**config.mk**
```make
export PLATFORM = sky130hd
export DESIGN_NAME = branch_ckpt_ctrl
export DESIGN_NICKNAME = d
export VERILOG_FILES = /design/src/rtl/branch_ckpt_ctrl.sv
export SDC_FILE = /design/constraint.sdc
export NUM_CORES = 1
export LEC_CHECK = 0
export CORE_MARGIN = 4
export CORE_UTILIZATION = 48
export CTS_CLUSTER_DIAMETER = 40
export DETAILED_ROUTE_END_ITERATION = 12
export PLACE_DENSITY_LB_ADDON = 0.3
export SLEW_MARGIN = 30
export SYNTH_ARGS = -nofsm -noshare
export SYNTH_HDL_FRONTEND = slang
export SYNTH_SLANG_ARGS = --single-unit
```
**constraint.sdc**
```tcl
create_clock -name clk -period 2.2 [get_ports clk]
set_input_delay 0.22 -clock clk [delete_from_list [all_inputs] [get_ports clk]]
set_output_delay 0.22 -clock clk [all_outputs]
set_load 0.02 [all_outputs]
```
**src/rtl/branch_ckpt_ctrl.sv**
```systemverilog
// Branch-checkpoint scheduler: allocates one of SLOTS checkpoint slots per branch.
// Out-of-order resolutions are replayed to the register file in program order.
module branch_ckpt_ctrl #(
    parameter int SLOTS = 4,
    parameter int PTRW  = 2
) (
    input  logic            clk,
    input  logic            rst,
    input  logic            rdy,
    input  logic            brIssueEn,
    output logic [PTRW-1:0] brIssueTag,
    output logic            full,
    input  logic            resEn,
    input  logic [PTRW-1:0] resTag,
    input  logic            resMis,
    output logic            branchDeeper,
    output logic            bFreeEn,
    output logic            misTaken,
    output logic [PTRW-1:0] outstanding
);

    typedef enum logic [1:0] {
        ST_PEND = 2'd0,
        ST_OK   = 2'd1,
        ST_MIS  = 2'd2
    } status_e;

    localparam logic [PTRW-1:0] MAX_LIVE = PTRW'(SLOTS - 1);
    localparam logic [PTRW-1:0] ONE      = PTRW'(1);
    localparam logic [PTRW-1:0] ZERO     = PTRW'(0);

    logic [PTRW-1:0]        head_q, head_d;
    logic [PTRW-1:0]        tail_q, tail_d;
    logic [PTRW-1:0]        count_q, count_d;
    logic [SLOTS-1:0][1:0]  status_q, status_d;

    logic                   live_s;
    logic                   retire_ok_s;
    logic                   retire_mis_s;
    logic                   issue_s;
    logic                   res_acc_s;
    logic [PTRW-1:0]        res_off_s;

    assign full        = (count_q == MAX_LIVE);
    assign brIssueTag  = tail_q;
    assign outstanding = count_q;

    // Retire decision from registered state, then issue/resolve acceptance and next state
    always_comb begin
        head_d   = head_q;
        tail_d   = tail_q;
        count_d  = count_q;
        status_d = status_q;

        live_s       = (count_q != ZERO);
        retire_ok_s  = rdy && live_s && (status_q[head_q] == ST_OK);
        retire_mis_s = rdy && live_s && (status_q[head_q] == ST_MIS);
        issue_s      = rdy && brIssueEn && !full && !retire_mis_s;
        // Offset from head wraps modulo SLOTS, so the live test works across the ring seam
        res_off_s    = resTag - head_q;
        res_acc_s    = rdy && resEn && !retire_mis_s && (res_off_s < count_q)
                       && (status_q[resTag] == ST_PEND);

        if (retire_mis_s) begin
            tail_d  = head_q;
            count_d = ZERO;
            for (int i = 0; i < SLOTS; i++) begin
                status_d[i] = ST_PEND;
            end
        end else begin
            if (res_acc_s) begin
                status_d[resTag] = resMis ? ST_MIS : ST_OK;
            end else begin
                status_d[resTag] = status_q[resTag];
            end
            if (issue_s) begin
                status_d[tail_q] = ST_PEND;
                tail_d           = tail_q + ONE;
            end else begin
                tail_d = tail_q;
            end
            // Releasing the head slot overrides anything written to it above
            if (retire_ok_s) begin
                status_d[head_q] = ST_PEND;
                head_d           = head_q + ONE;
            end else begin
                head_d = head_q;
            end
            count_d = count_q + (issue_s ? ONE : ZERO) - (retire_ok_s ? ONE : ZERO);
        end

        branchDeeper = issue_s;
        bFreeEn      = retire_ok_s;
        misTaken     = retire_mis_s;
    end

    // State registers with synchronous reset
    always_ff @(posedge clk) begin
        if (rst) begin
            head_q  <= ZERO;
            tail_q  <= ZERO;
            count_q <= ZERO;
            for (int i = 0; i < SLOTS; i++) begin
                status_q[i] <= ST_PEND;
            end
        end else begin
            head_q   <= head_d;
            tail_q   <= tail_d;
            count_q  <= count_d;
            status_q <= status_d;
        end
    end

endmodule

```
==> run_1/wires.png <==
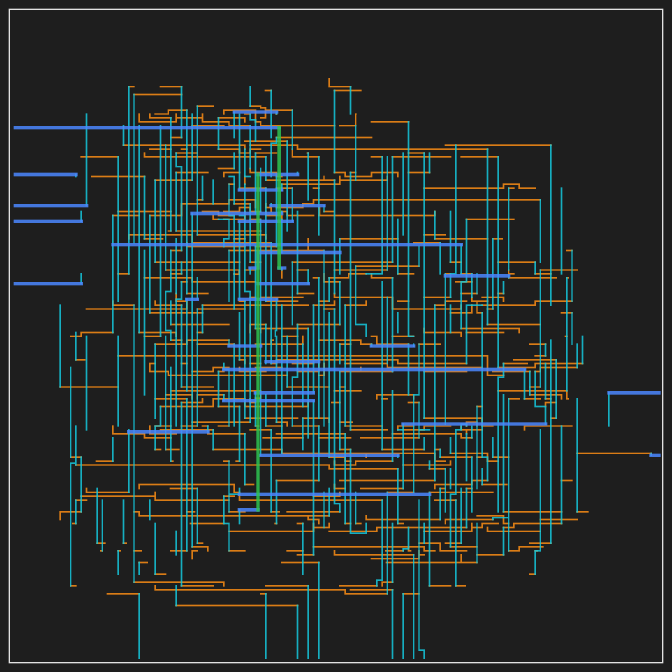
metal 3: drawn in blue, wire length 232 um. metal 1: drawn in orange, wire length 1280 um. metal 2: drawn in cyan, wire length 1630 um. metal 4: drawn in green, wire length 41.5 um.
routed wire length: 3180 um
Wirelength per Cell: 16.65 um
routed vias: 1162

==> run_1/io_fan.png <==
Bar = 20 um.
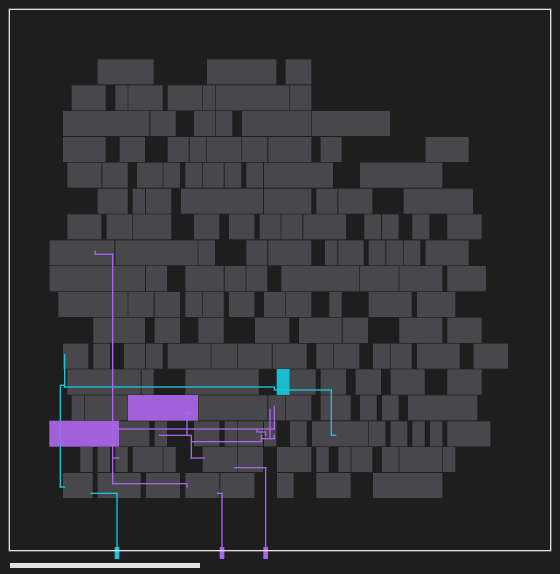
`misTaken`: drawn in cyan, direction output, edge bottom, end cells 1, wire 57.0 um. `outstanding`: drawn in purple, direction output, edge bottom, end cells 2, wire 97.3 um.

==> impl_metrics.yaml, run 1 <==
# physical design summary
status:
  status: "complete, no violations"
critical_path:
  crit_buf_inv: 1
  critical_path_cell_count: 9
  arrival_ns: 2.33
  reg2reg_depth: 9
  start_kind: "register"
  cp_max_fo: 7
  crit_family: "adder cells"
logic_synthesis:
  syn_area_per_cell_um2: 8.807
  ys_ff: 14
  ys_chip_area_um2: 1145
  top_cell: "dfxtp_1"
  fp_nets: 150
  ys_sh_adder: 0.1311
  netlist_instances: 130
  topCombFamilyByArea: "simple AND/OR/NAND/NOR gates"
min_path:
  min-delay-start: "resTag[0]"
  min_path_type: "in2reg"
finish:
  layout.nets: 184
  bufAreaShareNonClock: 0.1726
  clockNetworkAreaShare: 0.02296
  syn2layout_area_growth_pct: 38.03
  nClkBuffers: 4
  multi_input_comb_cells: 101
  antennaDiodeCount: 0
  inverters_excl_clock: 12
  layout.cells.most_common: "buf_4"
floorplan:
  rows: 17
  die_area_um2: 3230
grt:
  grt.total_usage: 0.2086
  gr-total-overflow: 0
cts:
  clk_pin_slew_ns: 0.09
  cts_inserted_buffers: 3
  cts_tree: "built"
  root_buffer: "clkbuf_4"
  cts.htree.levels: 1
placement:
  dpl_cell_area_um2: 1456
pwr:
  power.leakage_nw: 0.6454
routing:
  ant_nets: 0
timing:
  setup_viol: 0
  hold_viol_final: 0
  rsz0062_at_grt: "yes"
  min_period_over_period: 0.9612
==> run_1/sizes.png <==
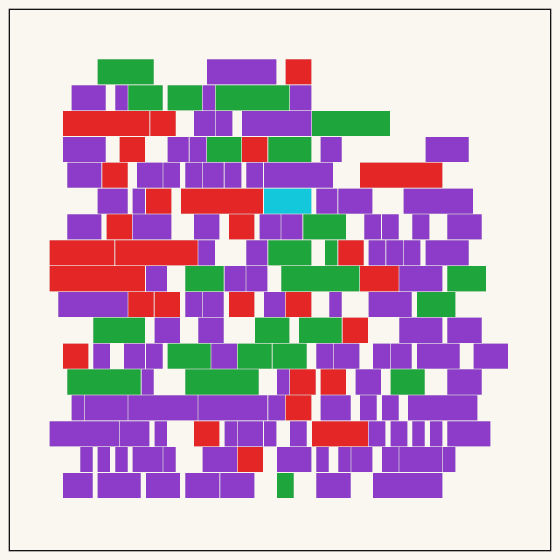
_2 cells: drawn in green, cells 24, share 15%. _0 and _1 cells: drawn in purple, cells 110, share 67%. _6 and larger: drawn in cyan, cells 1, share 0.61%. _3 and _4 cells: drawn in red, cells 28, share 17%.

==> run_1/placement_by_type.png <==
Fill, decap, tap and diode cells in grey.
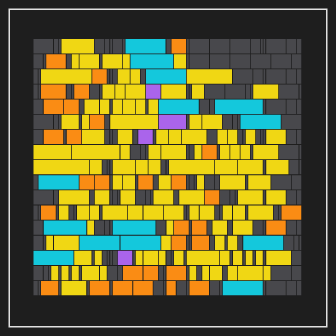
sequential cells: drawn in cyan, cells 14, share of their area 19%. remaining buffers and delay cells: drawn in orange, cells 32, share of their area 18%. combinational and other logic: drawn in yellow, cells 113, share of their area 61%. clock drivers and dummy loads: drawn in purple, cells 4, share of their area 2.3%.

## run 1: per-layer routing
layer	GRT usage	routed length, um	part of all wire
met5	0	0	0
met4	0.06954	41	0.013
met3	0.02759	232	0.073
met2	0.3713	1627	0.51
met1	0.2552	1278	0.40
## run 1: registers in the layout, indices dropped and copies added, names as in the netlist
signal	cells
head_q	2
brIssueTag	2
outstanding	2
status_q	8
## run 1: metrics by stage
step / std cells / hold slack [ns] / setup WS [ns] / total power [mW]
3_3_place_gp: 186 / 0.5249 / -0.3343 / 0.3853
6_report: 191 / 0.4152 / 0.08526 / 0.5833
2_1_floorplan: 130 / 0.2817 / 0.005880 / 0.3343
3_5_place_dp: 186 / 0.5420 / -0.4250 / 0.3898
4_1_cts: 191 / 0.5553 / -0.001129 / 0.5801
5_1_grt: 191 / 0.4163 / -0.01025 / 0.6173
## run 1: power by group
| group | switching, mW | internal, mW |
|---|---|---|
| logic | 0.0672 | 0.0624 |
| registers | 0.00869 | 0.258 |
| clock network | 0.0860 | 0.101 |
## run 1: worst register-to-register path, delay by kind of cell (launching register included)
| kind | cells | cell delay (ns) |
|---|---|---|
| flip-flops | 1 | 0.39 |
| adder cells (fa/ha/maj) | 2 | 0.47 |
| buffers and inverters | 1 | 0.17 |
| AND-OR/OR-AND | 2 | 0.34 |
| AND/OR/NAND/NOR | 2 | 0.39 |
| XOR/XNOR | 2 | 0.30 |
## run 1: cells by family after synthesis
logic type | count (synthesis)
and+or+nand+nor | 51
buffers and inverters | 15
DFF | 14
adders and majority gates | 12
AOI/OAI and AO/OA | 30
muxes | 4
xor gates and xnor gates | 4
## run 1: what timing repair did
action	4_1_cts	5_1_grt
pin swaps	6	5
cloned	0	0
setup endpoints to repair	6	7
setup buffers	1	0
resized	11	14
==> inputs of run 2 (changes only) <==
- CORE_UTILIZATION: 48 -> 56
- DONT_BUFFER_PORTS: default -> 1
==> run_2/placement_by_type.png <==
Fill, decap, tap and diode cells in grey.
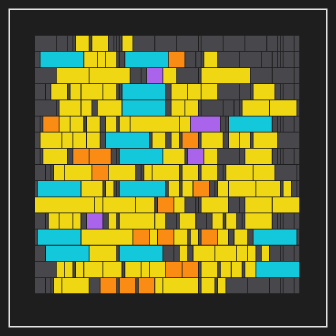
combinational and other logic: drawn in yellow, cells 113, share of their area 67%. remaining buffers and delay cells: drawn in orange, cells 16, share of their area 9.1%. sequential cells: drawn in cyan, cells 14, share of their area 21%. clock drivers and dummy loads: drawn in purple, cells 4, share of their area 2.7%.
core area: 1942 um2
cell area after layout: 1386 um2
fraction of area in registers: 0.2031
fin util: 0.7139
Rows: 16

==> run 2 against run 1 <==
Net effect: synthesized area unchanged; sequential power up 3%; highest routed layer unchanged; maximum frequency down 2.7%; clock skew down 0.0082 ns; worst hold slack worse by 0.33 ns; first-iteration DRC count down 58%; power down 2.7%; critical path depth unchanged.
==> impl_metrics.yaml, run 2 <==
# physical design summary
pwr:
  p_int_mw: 0.4024
  switching_share: 0.2912
  power.leakage_nw: 0.5491
status:
  status: "complete, no violations"
timing:
  hold_viol_final: 0
  min_period_over_period: 0.9875
  hold_slack_ns: 0.08801
cts:
  cts_tree: "built"
  cts_inserted_buffers: 3
  clk_pin_slew_ns: 0.10
logic_synthesis:
  syn_area_per_cell_um2: 8.807
  topCombFamilyByArea: "simple AND/OR/NAND/NOR gates"
  ys_chip_area_um2: 1145
  ys_ff: 14
critical_path:
  cp_max_fo: 3
placement:
  dp_slack_ns: 0.01330
routing:
  ant_nets: 0
  vias: 1120
finish:
  syn2layout_area_growth_pct: 21.09
min_path:
  min-delay-start: "rst"
==> run_2/sizes.png <==
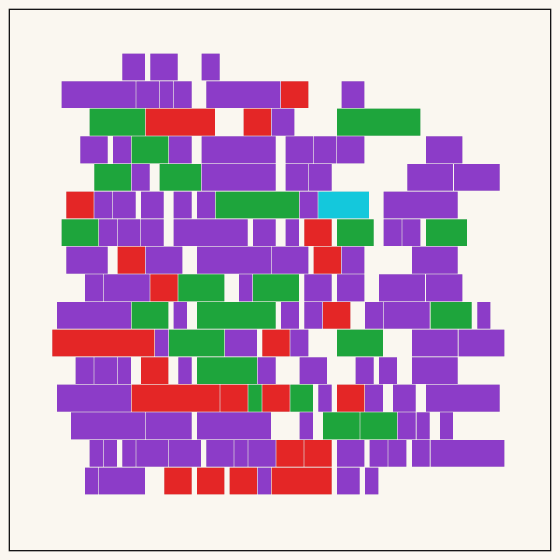
_0 and _1 cells: drawn in purple, cells 103, share 70%. _3 and _4 cells: drawn in red, cells 22, share 15%. _2 cells: drawn in green, cells 21, share 14%. _6 and larger: drawn in cyan, cells 1, share 0.68%.

-- run 2: worst max path at each step --
stage / end
detailed placement: status_q[7]
finish: status_q[3]
CTS: status_q[7]
global placement: status_q[7]
floorplan: outstanding[1]
global route: status_q[3]
-- run 2: power by group through the flow --
stage                     Combinational (mW)  Sequential, mW  Clock [mW]
final                                 0.0925           0.274       0.202
after global placement                0.0744           0.277           0
after detailed placement              0.0778           0.278           0
after CTS                             0.0815           0.272       0.195
after floorplan                       0.0576           0.277           0
after global routing                  0.0993           0.275       0.214
-- run 2: final cells by class --
cell class / instances / area [um2]
clock buffer: 4 / 36.28
fill: 154 / 555.5
inverter: 12 / 45.04
multi-input combinational: 101 / 867.1
sequential: 14 / 281.5
tap: 27 / 33.78
timing repair buffer: 16 / 122.6
-- run 2: per-layer routing --
metal / vias to the layer above / track usage / routed length [um]
li1: 525 / - / -
met1: 544 / 0.2860 / 1362
met2: 40 / 0.4184 / 1589
met3: 11 / 0.07324 / 186
met4: 0 / 0.05106 / 117
met5: - / 0 / 0
-- run 2: cell families (layout without fill, tap and decap cells) --
| group | after synthesis | after routing |
|---|---|---|
| multiplexers | 4 | 4 |
| adder cells (fa/ha/maj) | 12 | 12 |
| AND-OR/OR-AND | 30 | 30 |
| XOR/XNOR | 4 | 4 |
| buffers and inverters | 15 | 32 |
| flip-flops | 14 | 14 |
| AND/OR/NAND/NOR | 51 | 51 |
-- run 2: timing repair --
action,CTS,global route
hold buffers,1,0
setup buffers,0,1
pin swaps,1,6
resized,0,9
setup endpoints to repair,1,4
endpoints found under the hold margin,4,0
No activity file was given, so power comes from the tool's default toggle rates.
